**src/rtl/mod_ctrl.sv**
```systemverilog
// Sequencer for a repeated-subtraction modulo datapath (result = a mod b).
// Handles the start/ready handshake, the datapath load strobe, iteration counting and error reporting.
module mod_ctrl #(
   parameter int WIDTH    = 32,
   parameter int MAX_ITER = 1024,
   parameter int CNT_W    = 11
) (
   input  logic             clk,
   input  logic             rst,
   input  logic             start,
   input  logic [WIDTH-1:0] a_in,
   input  logic [WIDTH-1:0] b_in,
   output logic             ready,
   output logic             busy,
   output logic             done,
   output logic             err_div0,
   output logic             err_timeout,
   output logic [CNT_W-1:0] iter_count,
   output logic [WIDTH-1:0] dp_a,
   output logic [WIDTH-1:0] dp_b,
   output logic             dp_load,
   input  logic             dp_lt
);

   typedef enum logic [1:0] {
      IDLE = 2'd0,
      LOAD = 2'd1,
      RUN  = 2'd2,
      DONE = 2'd3
   } state_t;

   localparam logic [CNT_W-1:0] MAX_CNT = CNT_W'(MAX_ITER);
   localparam logic [CNT_W-1:0] CNT_ONE = {{(CNT_W-1){1'b0}}, 1'b1};

   state_t           state_r;
   state_t           state_next_s;
   logic [CNT_W-1:0] iter_next_s;
   logic             div0_next_s;
   logic             timeout_next_s;
   logic [WIDTH-1:0] dp_a_next_s;
   logic [WIDTH-1:0] dp_b_next_s;

   // Next-state and next-value decode for the sequencer
   always_comb begin
      state_next_s   = state_r;
      iter_next_s    = iter_count;
      div0_next_s    = err_div0;
      timeout_next_s = err_timeout;
      dp_a_next_s    = dp_a;
      dp_b_next_s    = dp_b;
      case (state_r)
         IDLE: begin
            if (start) begin
               iter_next_s    = {CNT_W{1'b0}};
               timeout_next_s = 1'b0;
               if (b_in != {WIDTH{1'b0}}) begin
                  dp_a_next_s  = a_in;
                  dp_b_next_s  = b_in;
                  div0_next_s  = 1'b0;
                  state_next_s = LOAD;
               end else begin
                  // A zero divisor never reaches the datapath.
                  div0_next_s  = 1'b1;
                  state_next_s = DONE;
               end
            end else begin
               state_next_s = IDLE;
            end
         end
         LOAD: begin
            state_next_s = RUN;
         end
         RUN: begin
            if (dp_lt) begin
               state_next_s = DONE;
            end else if (iter_count == MAX_CNT) begin
               timeout_next_s = 1'b1;
               state_next_s   = DONE;
            end else begin
               iter_next_s = iter_count + CNT_ONE;
            end
         end
         DONE: begin
            state_next_s = IDLE;
         end
         default: begin
            state_next_s = IDLE;
         end
      endcase
   end

   // State register with Moore outputs registered from the next state
   always_ff @(posedge clk or posedge rst) begin
      if (rst) begin
         state_r     <= IDLE;
         ready       <= 1'b1;
         busy        <= 1'b0;
         done        <= 1'b0;
         dp_load     <= 1'b0;
         err_div0    <= 1'b0;
         err_timeout <= 1'b0;
         iter_count  <= {CNT_W{1'b0}};
         dp_a        <= {WIDTH{1'b0}};
         dp_b        <= {WIDTH{1'b0}};
      end else begin
         state_r     <= state_next_s;
         ready       <= (state_next_s == IDLE);
         busy        <= (state_next_s == LOAD) || (state_next_s == RUN);
         done        <= (state_next_s == DONE);
         dp_load     <= (state_next_s == LOAD);
         err_div0    <= div0_next_s;
         err_timeout <= timeout_next_s;
         iter_count  <= iter_next_s;
         dp_a        <= dp_a_next_s;
         dp_b        <= dp_b_next_s;
      end
   end

endmodule
```
**config.mk**
```make
export PLATFORM = sky130hd
export DESIGN_NAME = mod_ctrl
export DESIGN_NICKNAME = d
export VERILOG_FILES = /design/src/rtl/mod_ctrl.sv
export SDC_FILE = /design/constraint.sdc
export NUM_CORES = 1
export LEC_CHECK = 0
export CAP_MARGIN = 15
export CORE_MARGIN = 2
export CORE_UTILIZATION = 43
export CTS_CLUSTER_SIZE = 28
export DETAILED_ROUTE_END_ITERATION = 8
export PLACE_DENSITY = 0.81
export RECOVER_POWER = 25
export SLEW_MARGIN = 0
export SYNTH_ARGS = -nofsm -noshare
export SYNTH_HDL_FRONTEND = slang
export SYNTH_SLANG_ARGS = --single-unit
```
**constraint.sdc**
```tcl
create_clock -name clk -period 2.83 [get_ports clk]
set_input_delay 0.283 -clock clk [delete_from_list [all_inputs] [get_ports clk]]
set_output_delay 0.283 -clock clk [all_outputs]
set_load 0.03 [all_outputs]
```
==> results.sh <==
# source this file to load flow results
export IMPL_status="complete, but fails checks"
export IMPL_failed_checks="capacitance limit, slew limit"
export IMPL_top_layer="met4"
export IMPL_yosys_cells=255
export IMPL_dominant_cells="registers"
export IMPL_synthArstFlopShare_pct=100
export IMPL_setup_ws_ns=0.642
export IMPL_p_per_area_nw_per_um2=1140
export IMPL_dp_hpwl_um=6430
export IMPL_ff_type="dfrtp_1"
export IMPL_hold_viol=0
export IMPL_crit_path_start_kind="input pin"
export IMPL_yosysTopAreaCell="dfrtp_1"
export IMPL_aoi_share_pct=5.56
export IMPL_wl_met1_um=3390
export IMPL_nNetsFinal=486
export IMPL_use_met3_pct=6.46
export IMPL_logic_family="multiplexers"
export IMPL_die_y_um=94.9
export IMPL_final_clkbuf_count=12
export IMPL_n_fill_cell=630
export IMPL_slew_viol_final=40
export IMPL_max_freq_mhz=457
export IMPL_cap_violations=1
export IMPL_crit_chain="clkdlybuf4s50_1, nor4_1, nand4_1, o21bai_4, buf_4, mux2_2"
export IMPL_place_area_um2=5130
export IMPL_warnings=30
export IMPL_syn_area_per_cell_um2=13.9
path summary, 6_finish.rpt:
check / cells past startpoint / slack (ns) / start / to
min in group asynchronous: 2 / 0.80 / rst / dp_a[30]$_DFFE_PP0P_
min reg2reg: 1 / 0.51 / dp_b[25]$_DFFE_PP0P_ / dp_b[25]$_DFFE_PP0P_
min: 1 / 0.51 / dp_b[25]$_DFFE_PP0P_ / dp_b[25]$_DFFE_PP0P_
max reg2reg: 5 / 0.66 / iter_count[6]$_DFFE_PP0P_ / busy$_DFF_PP0_
max in group asynchronous: 3 / 0.72 / rst / dp_b[27]$_DFFE_PP0P_
max: 6 / 0.64 / b_in[26] / dp_b[21]$_DFFE_PP0P_
**PDN straps and rails**

Bar = 20 um. Pins as bars on the die edge.
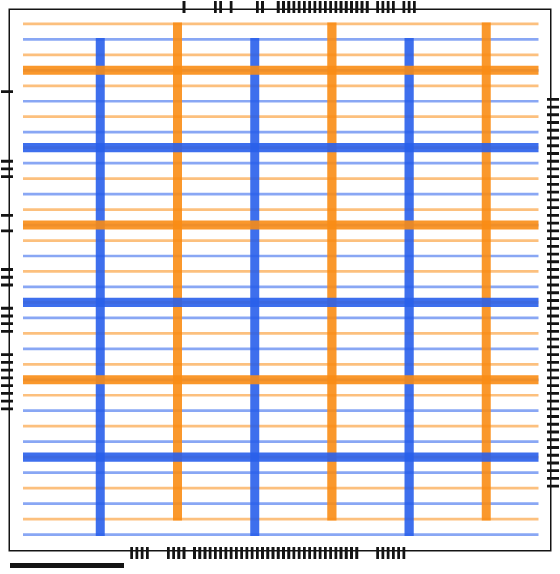
Key: VDD = orange; VSS = blue
34 met1 rails follow the rows. 6 straps on met4. 149 signal pins sit on the boundary.
Core ar.: 8130 um2
Max IR drop VDD: 0.654 mV

**Placement by cell class**

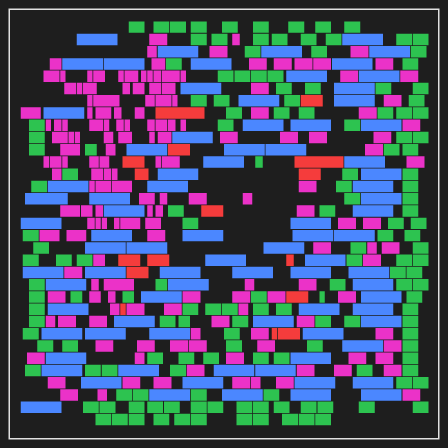
Key: remaining logic cells = magenta [cells 162]; clock drivers and dummy loads = red [cells 16]; remaining buffers and delay cells = green [cells 155]; registers = blue [cells 83]
num rows: 33
fin util: 65.7%
design area: 5350 um2
Seq area share: 38.9%

**Clock network drawn from the DEF**

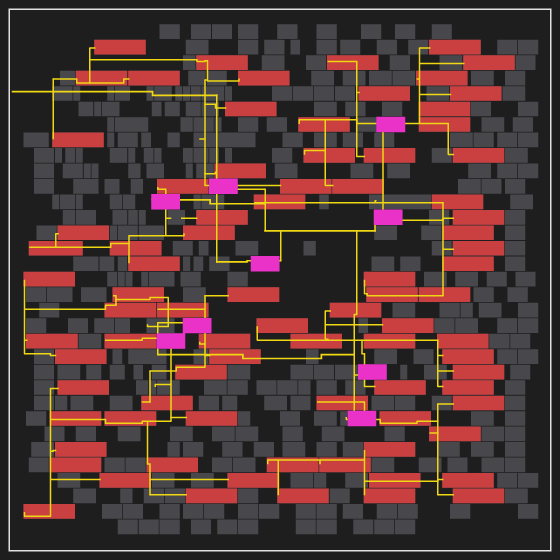
Key: flip-flops = red [count 83]; clock wires = yellow [length 976 um]; clock-net drivers = magenta [count 9]
Position of the flops: widely spread. There are 10 routed clock nets.
Clk. pwr: 0.925 mW
power share of the clock group: 15.2%
skew final: 0.0172 ns
clk_lat worst skew: 0.35 ns

Power figures rest on the tool's default switching activity, not on a simulated workload.
